===== src/rtl/multicycle_control_fsm.sv =====
// Multi-cycle RV32I sequencer: steps the shared ALU, memory port and register
// file through FETCH/DECODE/EXEC/MEM/WB. It also handles memory timeouts and counts retired instructions.
module multicycle_control_fsm #(
    parameter int TIMEOUT = 255
) (
    input  logic        clk,
    input  logic        rst_n,
    input  logic [6:0]  opcode,
    input  logic        mem_ready,
    output logic        mem_req,
    output logic        mem_read,
    output logic        mem_write,
    output logic        iord,
    output logic        ir_write,
    output logic        pc_write,
    output logic        pc_write_cond,
    output logic        pc_src,
    output logic        alu_src_a,
    output logic [1:0]  alu_src_b,
    output logic [1:0]  alu_op,
    output logic        reg_write,
    output logic [1:0]  wb_sel,
    output logic [2:0]  state,
    output logic        instr_done,
    output logic [31:0] retired,
    output logic        trap,
    output logic [1:0]  trap_cause
);

    localparam logic [2:0] S_FETCH  = 3'd0;
    localparam logic [2:0] S_DECODE = 3'd1;
    localparam logic [2:0] S_EXEC   = 3'd2;
    localparam logic [2:0] S_MEM    = 3'd3;
    localparam logic [2:0] S_WB     = 3'd4;
    localparam logic [2:0] S_TRAP   = 3'd5;

    localparam logic [6:0] OP_R   = 7'b0110011;
    localparam logic [6:0] OP_I   = 7'b0010011;
    localparam logic [6:0] OP_LD  = 7'b0000011;
    localparam logic [6:0] OP_ST  = 7'b0100011;
    localparam logic [6:0] OP_BR  = 7'b1100011;
    localparam logic [6:0] OP_JAL = 7'b1101111;
    localparam logic [6:0] OP_LUI = 7'b0110111;

    localparam logic [1:0] C_ILLEGAL = 2'b01;
    localparam logic [1:0] C_TIMEOUT = 2'b10;

    // Trap fires on the wait cycle whose increment would make the counter hit TIMEOUT.
    localparam logic [7:0] WAIT_LAST = 8'(TIMEOUT - 1);

    logic [2:0] state_q, state_nxt;
    logic [6:0] opcode_q;
    logic [7:0] wait_cnt;
    logic [1:0] cause_nxt;
    logic       wait_expired;

    assign state        = state_q;
    assign wait_expired = (wait_cnt == WAIT_LAST);

    always_comb begin
        mem_req       = 1'b0;
        mem_read      = 1'b0;
        mem_write     = 1'b0;
        iord          = 1'b0;
        ir_write      = 1'b0;
        pc_write      = 1'b0;
        pc_write_cond = 1'b0;
        pc_src        = 1'b0;
        alu_src_a     = 1'b0;
        alu_src_b     = 2'b00;
        alu_op        = 2'b00;
        reg_write     = 1'b0;
        wb_sel        = 2'b00;
        instr_done    = 1'b0;
        trap          = 1'b0;
        state_nxt     = state_q;
        cause_nxt     = trap_cause;

        case (state_q)
            S_FETCH: begin
                mem_req   = 1'b1;
                mem_read  = 1'b1;
                alu_src_b = 2'b01;
                if (mem_ready) begin
                    ir_write  = 1'b1;
                    pc_write  = 1'b1;
                    state_nxt = S_DECODE;
                end else if (wait_expired) begin
                    state_nxt = S_TRAP;
                    cause_nxt = C_TIMEOUT;
                end
            end
            S_DECODE: begin
                // Branch/jump target lands in ALUOut ahead of EXEC.
                alu_src_b = 2'b10;
                case (opcode)
                    OP_LUI: state_nxt = S_WB;
                    OP_R, OP_I, OP_LD, OP_ST, OP_BR, OP_JAL: state_nxt = S_EXEC;
                    default: begin
                        state_nxt = S_TRAP;
                        cause_nxt = C_ILLEGAL;
                    end
                endcase
            end
            S_EXEC: begin
                case (opcode_q)
                    OP_R: begin
                        alu_src_a = 1'b1;
                        alu_op    = 2'b10;
                        state_nxt = S_WB;
                    end
                    OP_I: begin
                        alu_src_a = 1'b1;
                        alu_src_b = 2'b10;
                        alu_op    = 2'b10;
                        state_nxt = S_WB;
                    end
                    OP_LD, OP_ST: begin
                        alu_src_a = 1'b1;
                        alu_src_b = 2'b10;
                        state_nxt = S_MEM;
                    end
                    OP_BR: begin
                        alu_src_a     = 1'b1;
                        alu_op        = 2'b11;
                        pc_write_cond = 1'b1;
                        pc_src        = 1'b1;
                        instr_done    = 1'b1;
                        state_nxt     = S_FETCH;
                    end
                    OP_JAL: begin
                        pc_write  = 1'b1;
                        pc_src    = 1'b1;
                        state_nxt = S_WB;
                    end
                    default: begin
                        state_nxt = S_TRAP;
                        cause_nxt = C_ILLEGAL;
                    end
                endcase
            end
            S_MEM: begin
                mem_req   = 1'b1;
                iord      = 1'b1;
                mem_read  = (opcode_q == OP_LD);
                mem_write = (opcode_q == OP_ST);
                if (mem_ready) begin
                    if (opcode_q == OP_LD) begin
                        state_nxt = S_WB;
                    end else begin
                        instr_done = 1'b1;
                        state_nxt  = S_FETCH;
                    end
                end else if (wait_expired) begin
                    state_nxt = S_TRAP;
                    cause_nxt = C_TIMEOUT;
                end
            end
            S_WB: begin
                reg_write  = 1'b1;
                instr_done = 1'b1;
                state_nxt  = S_FETCH;
                case (opcode_q)
                    OP_LD:   wb_sel = 2'b01;
                    OP_JAL:  wb_sel = 2'b10;
                    OP_LUI:  wb_sel = 2'b11;
                    default: wb_sel = 2'b00;
                endcase
            end
            S_TRAP: trap = 1'b1;
            default: begin
                state_nxt = S_TRAP;
                cause_nxt = C_ILLEGAL;
            end
        endcase

        // Reset abandons the instruction without any side-effect strobes.
        if (!rst_n) begin
            mem_req       = 1'b0;
            mem_read      = 1'b0;
            mem_write     = 1'b0;
            iord          = 1'b0;
            ir_write      = 1'b0;
            pc_write      = 1'b0;
            pc_write_cond = 1'b0;
            pc_src        = 1'b0;
            alu_src_a     = 1'b0;
            alu_src_b     = 2'b00;
            alu_op        = 2'b00;
            reg_write     = 1'b0;
            wb_sel        = 2'b00;
            instr_done    = 1'b0;
            trap          = 1'b0;
        end
    end

    always_ff @(posedge clk) begin
        if (!rst_n) begin
            state_q    <= S_FETCH;
            opcode_q   <= 7'd0;
            wait_cnt   <= 8'd0;
            retired    <= 32'd0;
            trap_cause <= 2'b00;
        end else begin
            state_q    <= state_nxt;
            trap_cause <= cause_nxt;
            if (state_q == S_DECODE)
                opcode_q <= opcode;
            if (state_nxt != state_q)
                wait_cnt <= 8'd0;
            else if (mem_req && !mem_ready)
                wait_cnt <= wait_cnt + 8'd1;
            if (instr_done)
                retired <= retired + 32'd1;
        end
    end

endmodule

===== config.mk =====
export PLATFORM = sky130hd
export DESIGN_NAME = multicycle_control_fsm
export DESIGN_NICKNAME = d
export VERILOG_FILES = /design/src/rtl/multicycle_control_fsm.sv
export SDC_FILE = /design/constraint.sdc
export NUM_CORES = 1
export LEC_CHECK = 0
export CORE_MARGIN = 10
export CORE_UTILIZATION = 28
export CTS_CLUSTER_SIZE = 40
export DETAILED_ROUTE_END_ITERATION = 6
export GPL_ROUTABILITY_DRIVEN = 0
export HOLD_SLACK_MARGIN = 0.03
export PLACE_DENSITY = 0.5
export SLEW_MARGIN = 20
export SYNTH_ARGS = -nofsm -noshare
export SYNTH_HDL_FRONTEND = slang
export SYNTH_SLANG_ARGS = --single-unit

===== constraint.sdc =====
create_clock -name clk -period 3.9 [get_ports clk]
set_input_delay 0.78 -clock clk [delete_from_list [all_inputs] [get_ports clk]]
set_output_delay 0.78 -clock clk [all_outputs]
set_load 0.05 [all_outputs]

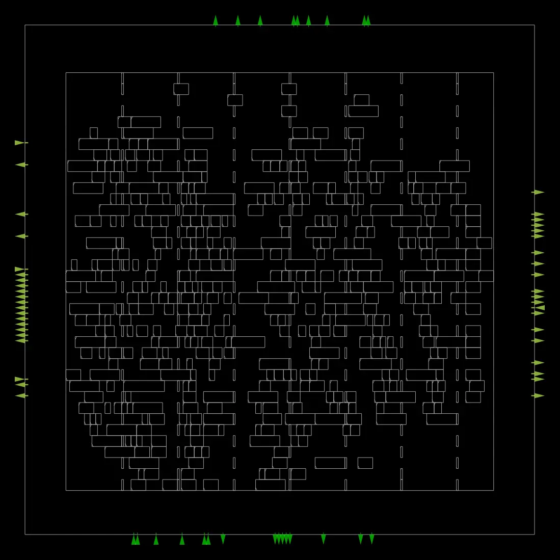
(cell outlines without signal wires)
flip-flops: 52
# rows: 38
CORE AREA: 10900 um2

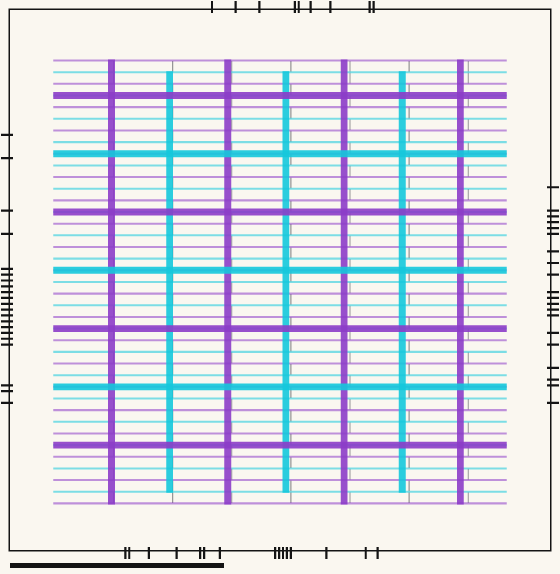
(PDN straps and rails)
Scale bar: 50 um. Pins as bars on the die edge. Tap cells in gray.
net	color
VDD	cyan
VSS	purple
met1 rails	39
met5 straps	7
met4 straps	7
tap cells	140
die height: 126 um
Max IR drop VDD: 0.190 mV
Chip Width: 126 um

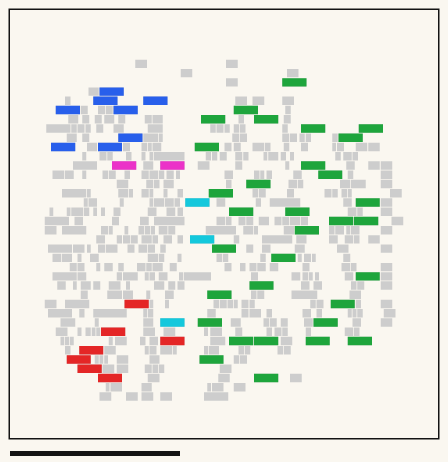
(sequential cells grouped by signal name)
Scale bar: 50 um.
netlist name	color	placed flops
trap_cause	magenta	2
retired	green	32
opcode_q	red	7
state	cyan	3
wait_cnt	blue	8
flop share of the area: 0.253
Seq. pwr: 0.000577 W
final core occ: 0.376
Flop area: 1040 um2

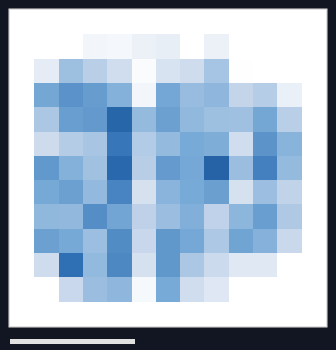
(placement density heat map)
Scale bar: 50 um. 13 x 13 tiles, from white (low) to dark blue (high), 0 to 100% covered.
fullest tile	80%
emptiest ninth of the die	north-east
mean over tiles	25%
densest ninth of the die	center
nearly empty tiles	37%
fp util: 0.288

==> CHANGELOG.md <==
## Flow update

* Status: complete, no violations
* Slew headroom at 0.500
* Layout area overhead at 30.6%
* Post-Syn Area at 3150 um2
* Clkbuf count at 5
* Total of max-cap violations at 0
* Top-count cell post-synth: dfxtp_1
* Largest net degree at the start of global routing at 63
* Fin worst setup slack at 0.540 ns
* Cells after synthesis at 398
* Met3 WL at 651 um
* Initial antenna violation count at 0
* Largest regs: retired: 32 flops, wait_cnt: 8 flops, opcode_q: 7 flops
* Clock-cell share at 0.0362
* Required time of the critical path at 3.12 ns
* Avg Cell Area, Syn at 7.91 um2
* Worst setup EP type: primary output
* Int Power at 0.000875 W
* Worst slack, placed at around 0.55 ns
* XOR/XNOR Fraction of Synth Area at 0.0278
* HP Start: trap_cause[0]$_SDFFE_PN0P_
* Routed length per placed instance at 16.3 um
* H-tree depth at 2
* Mapped Nets at 411
* NonClk Buf Share at 0.185
* Cts repair resizes at 0
* MI comb cells at ~300
* CTS Sinks at 52
* Top power group: sequential cells
* Share of layout cells above drive strength 1 at 0.0962
* Inverters at 11
* CTS tree: done
* Logic pwr share at 0.190
* Final net count at about 460
* Yosys warns at 0
* Critical path's slowest cell: clkdlybuf4s50_1
* Antenna cells at 0
* Top sig layer: met4
* Buf/Inv on CP at 2
* First-pass GRT wire length at 15700 um
* Crit path from: rst_n
* Total Power at 0.00127 W
* Crit path DAT at about 2.6 ns
* DRT antenna net count at 0
* Top cells, area: dfxtp_1 (33%), a21oi_1 (6.0%), or3_1 (3.8%)
* Most common logic cells in the final layout: dfxtp_1 (52), clkdlybuf4s50_1 (47), a21oi_1 (38), nand2_1 (28), nor2_1 (26)
* CTS Buffer Depth at 2
* Post-CTS setup buffer count at 0
* Top-area cell share at 0.331
* Most common reg cell: dfxtp_1
* Yosys adder share at 0.0119
* Tap Cells at between 100 and 150
* Worst reg2reg path depth at 6
* # port buffers at between 60 and 70
* Gate Area at about 1900 um2
* Post-route setup TNS at 0 ns
* Yosys cell types at 54
* Non-Filler Instances at 587
* Worst Setup EP: trap
* Number of synthesized flops with an enable pin at 0
* Simple-gate portion of the synthesized area at 0.351
* Overall routing resource usage at 0.116
* Clock Skew at 0.00811 ns
* Worst slew pin tran at 0.750 ns
* Via density at 5.43
* Multiplexer share at 0.0254
* Leak Pwr at 1.32 nW
* Reg2Reg Setup Slack at around 1.4 ns
* WHS Endpoint: trap_cause[0]$_SDFFE_PN0P_
* Unrepaired setup endpoints after global routing: false
* Dpl cells at between 500 and 600
* Final setup vio count at 0
* R2r endpoint: retired[20]$_SDFFE_PN0P_
* CP cell instances: clkdlybuf4s50_1 > nand2_1 > nor2b_1 > clkdlybuf4s50_1
* CP max stage delay at about 0.82 ns
* Fraction of registers with async set or reset after synthesis at 0
* Crit-path leading delay family: buffers and inverters
* Largest logic family: simple AND/OR/NAND/NOR gates
* M1 GR Usage at 0.140
* Sequential area share after synthesis at 0.331
* Pins over their slew limit at 0
* YS chip area at 3150 um2
No activity file was given, so power comes from the tool's default toggle rates.
